### src/rtl/pc_redirect_ctrl_if.sv
// pc_redirect_ctrl_if: bundle between the fetch redirect controller and its
// surroundings (decode/execute requesters and the PC register write port).
//   master : controller side (consumes requests, drives PC write port/status)
//   slave  : environment side (drives requests and pcIn, observes outputs)
// Signals:
//   pcIn               current PC value
//   stall              fetch stall, PC must not advance
//   brValid/brTarget   execute-stage branch redirect
//   jmpValid/jmpTarget decode-stage jump redirect
//   trapReq            trap request (only with PC_CTRL_TRAP_EN)
//   haltReq            halt request
//   pcAddrOut          PC write-port address
//   pcWrEnable         PC write enable
//   flush              kill wrong-path instructions
//   halted             core parked in HALT
// Optional feature macro: PC_CTRL_TRAP_EN
interface pc_redirect_ctrl_if #(
  parameter int ADDR_WIDTH = 32
);
  logic [ADDR_WIDTH-1:0] pcIn;
  logic                  stall;
  logic                  brValid;
  logic [ADDR_WIDTH-1:0] brTarget;
  logic                  jmpValid;
  logic [ADDR_WIDTH-1:0] jmpTarget;
`ifdef PC_CTRL_TRAP_EN
  logic                  trapReq;
`endif
  logic                  haltReq;
  logic [ADDR_WIDTH-1:0] pcAddrOut;
  logic                  pcWrEnable;
  logic                  flush;
  logic                  halted;

  modport master (
`ifdef PC_CTRL_TRAP_EN
    input  trapReq,
`endif
    input  pcIn, stall, brValid, brTarget, jmpValid, jmpTarget, haltReq,
    output pcAddrOut, pcWrEnable, flush, halted
  );

  modport slave (
`ifdef PC_CTRL_TRAP_EN
    output trapReq,
`endif
    output pcIn, stall, brValid, brTarget, jmpValid, jmpTarget, haltReq,
    input  pcAddrOut, pcWrEnable, flush, halted
  );
endinterface

### src/rtl/pc_redirect_ctrl.sv
// pc_redirect_ctrl: fetch-side PC sequencer. Arbitrates branch/jump (and
// optionally trap) redirects onto the PC write port, holds the PC during
// stalls, flushes wrong-path instructions after a redirect and parks the
// core on a halt request.
// Ports:
//   clk  clock
//   rst  synchronous active-low reset
//   bus  pc_redirect_ctrl_if.master (requests in, PC write port/status out)
// Parameters: ADDR_WIDTH, RESET_VECTOR, TRAP_VECTOR, FLUSH_CYCLES (1..15)
// Optional feature macro: PC_CTRL_TRAP_EN (adds trapReq and trap redirects;
// without it HALT is left only through reset).
module pc_redirect_ctrl #(
  parameter int                    ADDR_WIDTH   = 32,
  parameter logic [ADDR_WIDTH-1:0] RESET_VECTOR = '0,
  parameter logic [ADDR_WIDTH-1:0] TRAP_VECTOR  = ADDR_WIDTH'(32'h100),
  parameter int                    FLUSH_CYCLES = 2
) (
  input  logic                clk,
  input  logic                rst,
  pc_redirect_ctrl_if.master  bus
);

  typedef enum logic [1:0] {S_RUN, S_FLUSH, S_HALT} state_t;

  // Priority codes: larger wins; 0 means no request.
  localparam logic [1:0] PRIO_NONE = 2'd0;
  localparam logic [1:0] PRIO_JMP  = 2'd1;
  localparam logic [1:0] PRIO_BR   = 2'd2;
  localparam logic [1:0] PRIO_TRAP = 2'd3;
  localparam logic [3:0] FLUSH_LOAD = 4'(FLUSH_CYCLES - 1);

  state_t                state, stateNxt;
  logic [3:0]            cnt, cntNxt;
  logic [1:0]            pendPrio, pendPrioNxt;
  logic [ADDR_WIDTH-1:0] pendTarget, pendTargetNxt;

  logic                  trapIn;
  logic [1:0]            newPrio, winPrio;
  logic [ADDR_WIDTH-1:0] newTarget, winTarget;
  logic                  wrEn, flushO;
  logic [ADDR_WIDTH-1:0] addrO;

  function automatic logic [1:0] reqPrio(input logic trap, input logic br, input logic jmp);
    if (trap)     return PRIO_TRAP;
    else if (br)  return PRIO_BR;
    else if (jmp) return PRIO_JMP;
    else          return PRIO_NONE;
  endfunction

  always_comb begin
    trapIn = 1'b0;
`ifdef PC_CTRL_TRAP_EN
    trapIn = bus.trapReq;
`endif
    newPrio = reqPrio(trapIn, bus.brValid, bus.jmpValid);
    case (newPrio)
      PRIO_TRAP: newTarget = TRAP_VECTOR;
      PRIO_BR:   newTarget = bus.brTarget;
      default:   newTarget = bus.jmpTarget;
    endcase

    // A fresh request of equal or higher priority displaces the pending one.
    if (newPrio != PRIO_NONE && newPrio >= pendPrio) begin
      winPrio   = newPrio;
      winTarget = newTarget;
    end else begin
      winPrio   = pendPrio;
      winTarget = pendTarget;
    end

    stateNxt      = state;
    cntNxt        = cnt;
    pendPrioNxt   = pendPrio;
    pendTargetNxt = pendTarget;
    wrEn          = 1'b0;
    addrO         = bus.pcIn;
    flushO        = 1'b0;

    case (state)
      S_RUN: begin
        if (bus.stall) begin
          wrEn          = 1'b1;
          pendPrioNxt   = winPrio;
          pendTargetNxt = winTarget;
        end else if (winPrio != PRIO_NONE) begin
          wrEn        = 1'b1;
          addrO       = winTarget;
          flushO      = 1'b1;
          pendPrioNxt = PRIO_NONE;
          if (FLUSH_CYCLES > 1) begin
            stateNxt = S_FLUSH;
            cntNxt   = FLUSH_LOAD;
          end
        end else if (bus.haltReq) begin
          wrEn     = 1'b1;
          stateNxt = S_HALT;
        end
      end

      S_FLUSH: begin
        // Branch/jump/halt here are wrong-path; only a trap survives.
        wrEn   = 1'b1;
        flushO = 1'b1;
        if (trapIn) begin
          pendPrioNxt   = PRIO_TRAP;
          pendTargetNxt = TRAP_VECTOR;
        end
        if (cnt <= 4'd1) begin
          stateNxt = S_RUN;
          cntNxt   = '0;
        end else begin
          cntNxt = cnt - 4'd1;
        end
      end

      S_HALT: begin
        wrEn = 1'b1;
`ifdef PC_CTRL_TRAP_EN
        if (trapIn || pendPrio == PRIO_TRAP) begin
          if (bus.stall) begin
            pendPrioNxt   = PRIO_TRAP;
            pendTargetNxt = TRAP_VECTOR;
          end else begin
            addrO       = TRAP_VECTOR;
            flushO      = 1'b1;
            pendPrioNxt = PRIO_NONE;
            if (FLUSH_CYCLES > 1) begin
              stateNxt = S_FLUSH;
              cntNxt   = FLUSH_LOAD;
            end else begin
              stateNxt = S_RUN;
            end
          end
        end
`endif
      end

      default: stateNxt = S_RUN;
    endcase

    // Reset forces the PC write port to the reset vector.
    if (!rst) begin
      wrEn   = 1'b0;
      addrO  = RESET_VECTOR;
      flushO = 1'b0;
    end
  end

  assign bus.pcWrEnable = wrEn;
  assign bus.pcAddrOut  = addrO;
  assign bus.flush      = flushO;
  assign bus.halted     = (state == S_HALT) && rst;

  always_ff @(posedge clk) begin
    if (!rst) begin
      state    <= S_RUN;
      cnt      <= '0;
      pendPrio <= PRIO_NONE;
    end else begin
      state    <= stateNxt;
      cnt      <= cntNxt;
      pendPrio <= pendPrioNxt;
    end
  end

  always_ff @(posedge clk) begin
    pendTarget <= pendTargetNxt;
  end

endmodule

### src/flat_wrapper.sv
// flat-port wrapper written by rule: the top's interface ports become plain ports
module pc_redirect_ctrl_flat 
#(
  parameter int                    ADDR_WIDTH   = 32,
  parameter logic [ADDR_WIDTH-1:0] RESET_VECTOR = '0,
  parameter logic [ADDR_WIDTH-1:0] TRAP_VECTOR  = ADDR_WIDTH'(32'h100),
  parameter int                    FLUSH_CYCLES = 2
)
  (clk, rst, bus_pcIn, bus_stall, bus_brValid, bus_brTarget, bus_jmpValid, bus_jmpTarget, bus_haltReq, bus_pcAddrOut, bus_pcWrEnable, bus_flush, bus_halted);
  pc_redirect_ctrl_if #(.ADDR_WIDTH(ADDR_WIDTH)) bus_i ();
  input  logic clk;
  input  logic rst;
  input wire logic [$bits(bus_i.pcIn)-1:0] bus_pcIn;
  input wire logic [$bits(bus_i.stall)-1:0] bus_stall;
  input wire logic [$bits(bus_i.brValid)-1:0] bus_brValid;
  input wire logic [$bits(bus_i.brTarget)-1:0] bus_brTarget;
  input wire logic [$bits(bus_i.jmpValid)-1:0] bus_jmpValid;
  input wire logic [$bits(bus_i.jmpTarget)-1:0] bus_jmpTarget;
  input wire logic [$bits(bus_i.haltReq)-1:0] bus_haltReq;
  output wire logic [$bits(bus_i.pcAddrOut)-1:0] bus_pcAddrOut;
  output wire logic [$bits(bus_i.pcWrEnable)-1:0] bus_pcWrEnable;
  output wire logic [$bits(bus_i.flush)-1:0] bus_flush;
  output wire logic [$bits(bus_i.halted)-1:0] bus_halted;
  assign bus_i.pcIn = bus_pcIn;
  assign bus_i.stall = bus_stall;
  assign bus_i.brValid = bus_brValid;
  assign bus_i.brTarget = bus_brTarget;
  assign bus_i.jmpValid = bus_jmpValid;
  assign bus_i.jmpTarget = bus_jmpTarget;
  assign bus_i.haltReq = bus_haltReq;
  assign bus_pcAddrOut = bus_i.pcAddrOut;
  assign bus_pcWrEnable = bus_i.pcWrEnable;
  assign bus_flush = bus_i.flush;
  assign bus_halted = bus_i.halted;
  pc_redirect_ctrl #(.ADDR_WIDTH(ADDR_WIDTH), .RESET_VECTOR(RESET_VECTOR), .TRAP_VECTOR(TRAP_VECTOR), .FLUSH_CYCLES(FLUSH_CYCLES)) u_core (.clk(clk), .rst(rst), .bus(bus_i));
endmodule
### config.mk
export PLATFORM = sky130hd
export DESIGN_NAME = pc_redirect_ctrl_flat
export DESIGN_NICKNAME = d
export VERILOG_FILES = /design/src/rtl/pc_redirect_ctrl_if.sv /design/src/rtl/pc_redirect_ctrl.sv /design/src/flat_wrapper.sv
export SDC_FILE = /design/constraint.sdc
export NUM_CORES = 1
export LEC_CHECK = 0
export CAP_MARGIN = 10
export CORE_MARGIN = 2
export CORE_UTILIZATION = 44
export CTS_BUF_LIST = sky130_fd_sc_hd__clkbuf_16
export DETAILED_ROUTE_END_ITERATION = 6
export PLACE_DENSITY = 0.86
export SLEW_MARGIN = 20
export SYNTH_ARGS = -nofsm -noshare
export SYNTH_HDL_FRONTEND = slang
export SYNTH_SLANG_ARGS = --single-unit
### constraint.sdc
create_clock -name clk -period 5.6 [get_ports clk]
set_input_delay 0.84 -clock clk [delete_from_list [all_inputs] [get_ports clk]]
set_output_delay 0.84 -clock clk [all_outputs]
set_load 0.02 [all_outputs]
==> reports/summary.txt <==
Via density: 5.538
Worst skew pair latency: 280 ps
DR WL/cell: 17.20 um
Root Driver: clkbuf_16
Critical path type: input pin to output pin
CP required: 4760 ps
Register share after synthesis: 0.4069
Fillers: 428
EDFF count, synth: 32
First-pass GRT wire length: 12.08 mm
Final Hold Fails: 0
Ys Warns: 0
HP Class: register to register
Cells after DPL: 423
R2r worst-path depth: 6
Unique cell types: 41
Via count: 2387
Number of DRC markers in iteration 0: 190
Max Cap Violations: 0
Placement Setup Slack: 754.3 ps
Worst r2r dst: u_core.pendTarget[31]
Reg2reg start: u_core.pendPrio[1]
Outcome: complete, no violations
Clock Path Buffers: 2
Hold_buf cts: 0
-- worst max-delay path by stage --
| stage | cells past startpoint | from | slack (ps) | to |
|---|---|---|---|---|
| CTS | 10 | bus_jmpValid | 740 | bus_pcAddrOut[20] |
| global placement | 10 | bus_jmpValid | 840 | bus_pcAddrOut[26] |
| global route | 10 | bus_jmpValid | 570 | bus_pcAddrOut[22] |
| floorplan | 10 | bus_brValid | 1740 | bus_pcWrEnable |
| detailed placement | 10 | bus_jmpValid | 750 | bus_pcAddrOut[17] |
| finish | 10 | bus_jmpValid | 730 | bus_pcAddrOut[20] |
-- layout make-up --
class / count / area, sq um / share of cell area
clock inverter: 3 / 46.29 / 0.01069
multi-input combinational: 157 / 1506 / 0.3478
tap: 75 / 93.84 / 0.02166
inverter: 10 / 37.54 / 0.008666
clock buffer: 5 / 125.1 / 0.02889
timing repair buffer: 141 / 1401 / 0.3235
sequential: 40 / 1121 / 0.2588
-- flip-flops by register name, indices dropped and copies added (netlist names) --
name / flops
u_core.pendTarget: 32
u_core.cnt: 4
u_core.pendPrio: 2
u_core.state: 2
-- placed cells by master, fill, tap and decap left out, types with 2 or more instances in the layout --
master / n
clkdlybuf4s50_1: 135
mux2_2: 64
a22o_1: 33
edfxtp_1: 32
nor2_1: 11
inv_1: 9
ha_1: 8
dfxtp_1: 8
clkbuf_16: 5
nand2_1: 4
o21ai_0: 4
buf_4: 4
a21oi_1: 3
nor2_4: 3
nand2b_1: 2
o31ai_1: 2
mux2i_1: 2
-- where the power goes --
part           internal (uW)  total (uW)  switching (uW)
logic                    255         486             230
clock network            212         335             123
registers                388         407            18.5
total                    856        1230             372
-- stage by stage --
stage / util / hold WS (ps)
after floorplan: - / 484.0
final: 0.7231 / 532.0
after global routing: 0.7231 / 555.5
after CTS: 0.7231 / 535.2
after detailed placement: 0.6944 / 520.2
after global placement: 0.6919 / 513.4
-- worst max-delay path: cells and delay by family --
family / cells / cell delay, ps
AOI/OAI and AO/OA: 2 / 810
and+or+nand+nor: 4 / 680
adders and majority gates: 1 / 270
buffers and inverters: 3 / 1420
-- metal layers --
layer / part of all wire / track usage
met2: 0.54 / 0.4032
met4: 0.011 / 0.06557
met1: 0.38 / 0.2271
met3: 0.064 / 0.04871
met5: 0 / 0
-- kinds of logic (layout without fill, tap and decap cells) --
| group | count (synthesis) | in the layout | synth area share |
|---|---|---|---|
| adder cells (fa/ha/maj) | 8 | 8 | 0.03633 |
| AND/OR/NAND/NOR | 29 | 29 | 0.06495 |
| multiplexers | 66 | 66 | 0.2688 |
| flip-flops | 40 | 40 | 0.4069 |
| AND-OR/OR-AND | 54 | 54 | 0.1748 |
| buffers and inverters | 25 | 159 | 0.04813 |
logic_types.png
(6 px per um)
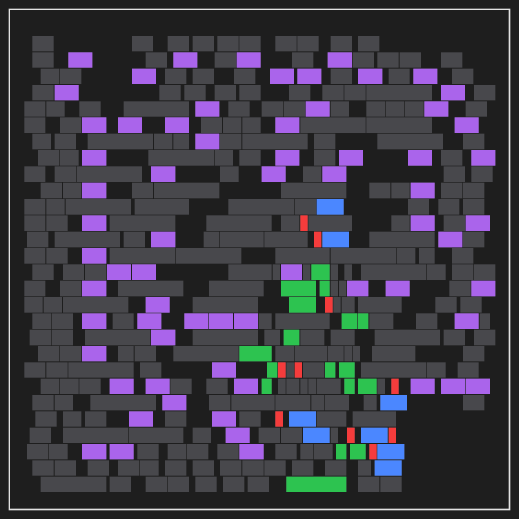
- blue: fa/ha/maj cells (cells 8; most used ha_1)
- red: inv cells (cells 10; most used inv_1)
- green: aoi and oai cells (cells 17; most used o21ai_0)
- purple: mux cells (cells 66; most used mux2_2; where all over the die)

layer_met2.png
(3 px per um) Cells faint in the background.
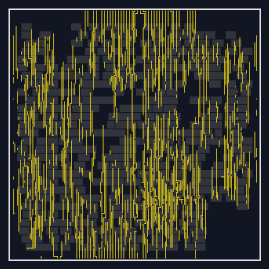
- share of all routed wire: 54%
- longest straight run: 35.0 um
- nets with wire on the layer: 425

Power and IR drop assume default switching activity.
